==> config.mk <==
export PLATFORM = sky130hd
export DESIGN_NAME = alu_arbiter_flat
export DESIGN_NICKNAME = d
export VERILOG_FILES = /design/src/rtl/alu_arbiter_if.sv /design/src/rtl/alu_arbiter.sv /design/src/flat_wrapper.sv
export SDC_FILE = /design/constraint.sdc
export NUM_CORES = 1
export LEC_CHECK = 0
export CAP_MARGIN = 20
export CORE_ASPECT_RATIO = 1.25
export CORE_UTILIZATION = 40
export CTS_CLUSTER_SIZE = 10
export DETAILED_ROUTE_END_ITERATION = 10
export PLACE_DENSITY_LB_ADDON = 0.3
export SLEW_MARGIN = 40
export SYNTH_ARGS = -nofsm -noshare
export SYNTH_HDL_FRONTEND = slang
export SYNTH_SLANG_ARGS = --single-unit
==> constraint.sdc <==
create_clock -name clk -period 1.96 [get_ports clk]
set_input_delay 0.196 -clock clk [delete_from_list [all_inputs] [get_ports clk]]
set_output_delay 0.196 -clock clk [all_outputs]
set_load 0.01 [all_outputs]
run_1/m1.png
The bar under the picture is 20 um long. Supply wires on this layer in grey.
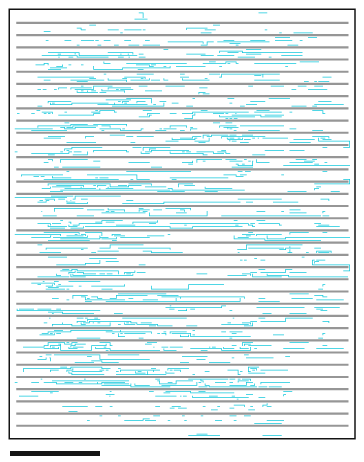
The layer holds 39% of the routed length. The wires run mostly horizontal.
global routing usage on met1: 0.235
via count: 2482

run_1/m2.png
Cells faint in the background.
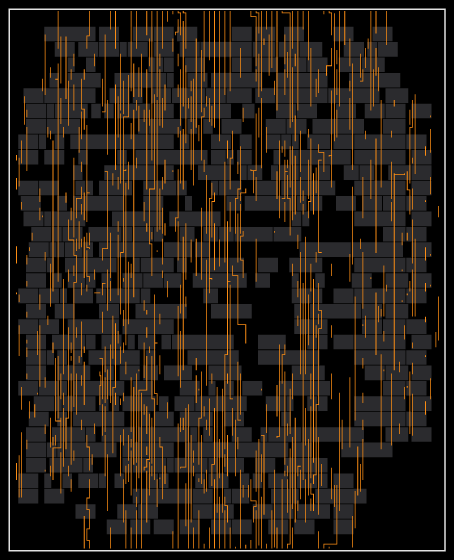
423 nets have wire on it. The layer carries 3900 um of wire. The layer holds 52% of the routed length. The longest straight run is 38.4 um.
aggregate routed wire length: 7480 um
GR met2 Demand/Resource: 0.373

run_1/m3.png
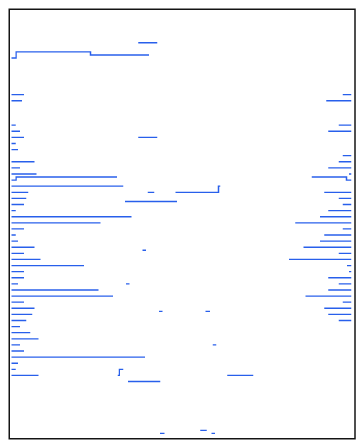
The layer holds 6.7% of the routed length. 83 nets have wire on it. The longest straight run is 29.4 um. The wires run mostly horizontal.
global-route met3 utilization: 0.0459

==> flow_summary.json, run 1 <==
{
  "syn_inst": 250,
  "most_frequently_placed_logic_cells_in_the_final_layout": "sky130_fd_sc_hd__clkdlybuf4s50_1 (142), sky130_fd_sc_hd__dfrtp_1 (53), sky130_fd_sc_hd__inv_1 (35)",
  "layout_worst_path_cycle_share": 0.927,
  "timing_worst_slew_pin_value_ns": 0.650,
  "placement_rows": 33,
  "numSynthFlops": 55,
  "synth-edff-count": 0,
  "numPlacedInstances": 473,
  "first_pass_iters": 4,
  "crit_arrival_ns": 1.62,
  "leakage_nw": 1.87,
  "rsz0062_at_grt": "no",
  "top_logic_kind": "AND-OR/OR-AND gates",
  "drive_above_1_share": 0.151,
  "wl_met2_um": 3900,
  "chip_area_mm2": 0.00731,
  "ioPinCount": 146,
  "number_of_cell_instances_on_the_worst_register_to_register_path": 5,
  "clock_latency_ns": 0.30,
  "p_int_w": 0.00416,
  "status": "complete, no violations",
  "ctsLongestPathBuffers": 2,
  "mappedNetlistArea_mm2": 0.00279,
  "final_net_count": 486,
  "std_cell_core_area_mm2": 0.00665,
  "simple_gate_share": 0.0884,
  "cts_hold_buf": 1,
  "ys_chip_area_mm2": 0.00279,
  "min-delay-path-class": "input port to async pin",
  "numPortBuffers": 145,
  "tap_cells": 87,
  "post_cts.resized_instances": 3,
  "bufAreaShareNonClock": 0.349,
  "globalplace.congestion": 0.750,
  "synth-warning-count": 0,
  "cts_htree_levels": 2,
  "clockPowerShare": 0.135,
  "die_x_um": 76.7,
  "sequentialPowerShare": 0.318,
  "global_route.usage.total": 0.206,
  "wirelength_per_cell_um": 15.5,
  "crit_end_category": "output port",
  "maximum_number_of_pins_on_one_net_before_global_route_repair": 38,
  "cts_setup_buffers": 0,
  "power_combinational_w": 0.00351,
  "tritoncts_clock_tree": "yes",
  "post-layout-total-power_w": 0.00641,
  "multiInputCombCellCount": 137,
  "clockBufferCount": 6,
  "slowest_library_cell_on_the_worst_path": "sky130_fd_sc_hd__clkdlybuf4s50_1",
  "dp_slack_ns": -0.0226,
  "power_density_mw_per_mm2": 1420,
  "comb_share": 0.262,
  "finalSetupTns_ns": 0,
  "finalNonFillerCells": 484,
  "mapped_nets": 340,
  "finalHoldViolations": 0,
  "portion_of_the_layout_cell_area_used_by_clock_cells": 0.0293,
  "postSynthSeqShare": 0.493,
  "worst_rel_slew_slack": 0.566,
  "worstSetupPathType": "register to output port",
  "finalMaxSlewViolations": 0,
  "dp_hpwl_um": 5340,
  "comb_area_mm2": 0.00118,
  "signal_buffers": 160,
  "largestClassByArea": "non-clock buffers",
  "switching_power_w": 0.00225,
  "grt_antenna_before_repair": 0,
  "common_cells": "sky130_fd_sc_hd__dfrtp_1 (55), sky130_fd_sc_hd__inv_1 (35), sky130_fd_sc_hd__o21ai_0 (34), sky130_fd_sc_hd__nand3_1 (33), sky130_fd_sc_hd__o311ai_2 (29)",
  "seqCellArea_mm2": 0.00138,
  "route.antenna.remaining_nets": 0,
  "finalWorstSetupSlack_ns": 0.143,
  "avgSynthCellArea_um2": 11.2,
  "area.growth.synth_to_final_pct": 62.0,
  "netlist_top_cells_area": "sky130_fd_sc_hd__dfrtp_1 (49%), sky130_fd_sc_hd__o311ai_2 (17%), sky130_fd_sc_hd__mux2_1 (7.3%)",
  "worstPathCellList": "nand2b_1, nor2_1, clkdlybuf4s50_1",
  "sw_frac_of_total": 0.351,
  "dr_wl_met3_um": 502,
  "busiest_layer": "met2",
  "crit_path_max_incr_delay_ns": 0.56,
  "path_clk_slew_ns": 0.10,
  "n_fill_cell": 532,
  "synthAoiAreaFrac": 0.255,
  "max_cap_viol_count": 0
}
--- run 2 (diff from run 1) ---
Settings changed: CORE_MARGIN set to 1.
run_2/congestion_map.png
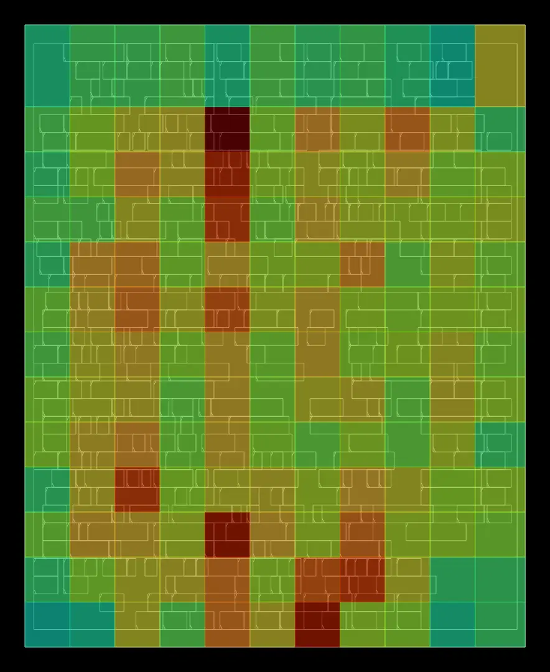
combined global-route utilization of all metal layers: 0.206
most used routing layer in global routing: met2
Wirelength per Cell: 15.5 um
final core utilization: 0.680

==> run 2 against run 1 <==
  * Worst setup slack did not move
  * Utilization did not move
  * First-iteration DRC count unchanged
==> flow_summary.json, run 2 <==
{
  "seqCellArea_mm2": 0.00138,
  "tap_cells": 87,
  "comb_share": 0.262,
  "min-delay-path-class": "input port to async pin",
  "slowest_library_cell_on_the_worst_path": "sky130_fd_sc_hd__clkdlybuf4s50_1",
  "bufAreaShareNonClock": 0.349,
  "worstSetupPathType": "register to output port",
  "p_int_w": 0.00416,
  "cts_htree_levels": 2,
  "dr_total_vias": 2482,
  "chip_area_mm2": 0.00731,
  "worstPathCellList": "nand2b_1, nor2_1, clkdlybuf4s50_1",
  "common_cells": "sky130_fd_sc_hd__dfrtp_1 (55), sky130_fd_sc_hd__inv_1 (35), sky130_fd_sc_hd__o21ai_0 (34), sky130_fd_sc_hd__nand3_1 (33), sky130_fd_sc_hd__o311ai_2 (29)",
  "synth-warning-count": 0,
  "drive_above_1_share": 0.151,
  "clock_latency_ns": 0.30,
  "crit_path_max_incr_delay_ns": 0.56,
  "grt_antenna_before_repair": 0,
  "power_combinational_w": 0.00351,
  "grt.met2_usage": 0.373,
  "syn_inst": 250,
  "finalMaxSlewViolations": 0,
  "globalplace.congestion": 0.750,
  "final_net_count": 486,
  "postSynthSeqShare": 0.493,
  "maximum_number_of_pins_on_one_net_before_global_route_repair": 38,
  "path_clk_slew_ns": 0.10,
  "timing_worst_slew_pin_value_ns": 0.650,
  "max_cap_viol_count": 0,
  "most_frequently_placed_logic_cells_in_the_final_layout": "sky130_fd_sc_hd__clkdlybuf4s50_1 (142), sky130_fd_sc_hd__dfrtp_1 (53), sky130_fd_sc_hd__inv_1 (35)",
  "ioPinCount": 146,
  "mapped_nets": 340,
  "area.growth.synth_to_final_pct": 62.0,
  "finalWorstSetupSlack_ns": 0.143,
  "status": "complete, no violations",
  "power_density_mw_per_mm2": 1420,
  "sw_frac_of_total": 0.351,
  "comb_area_mm2": 0.00118,
  "placement_rows": 33,
  "crit_end_category": "output port",
  "numPortBuffers": 145,
  "netlist_top_cells_area": "sky130_fd_sc_hd__dfrtp_1 (49%), sky130_fd_sc_hd__o311ai_2 (17%), sky130_fd_sc_hd__mux2_1 (7.3%)",
  "clockBufferCount": 6,
  "number_of_cell_instances_on_the_worst_register_to_register_path": 5,
  "dp_slack_ns": -0.0226,
  "mappedNetlistArea_mm2": 0.00279,
  "post-layout-total-power_w": 0.00641,
  "cts_setup_buffers": 0,
  "top_logic_kind": "AND-OR/OR-AND gates",
  "die_x_um": 76.7,
  "met3_usage": 0.0459,
  "wl_met2_um": 3900,
  "post_cts.resized_instances": 3,
  "switching_power_w": 0.00225,
  "dp_hpwl_um": 5340,
  "cts_hold_buf": 1,
  "crit_arrival_ns": 1.62,
  "numSynthFlops": 55
}
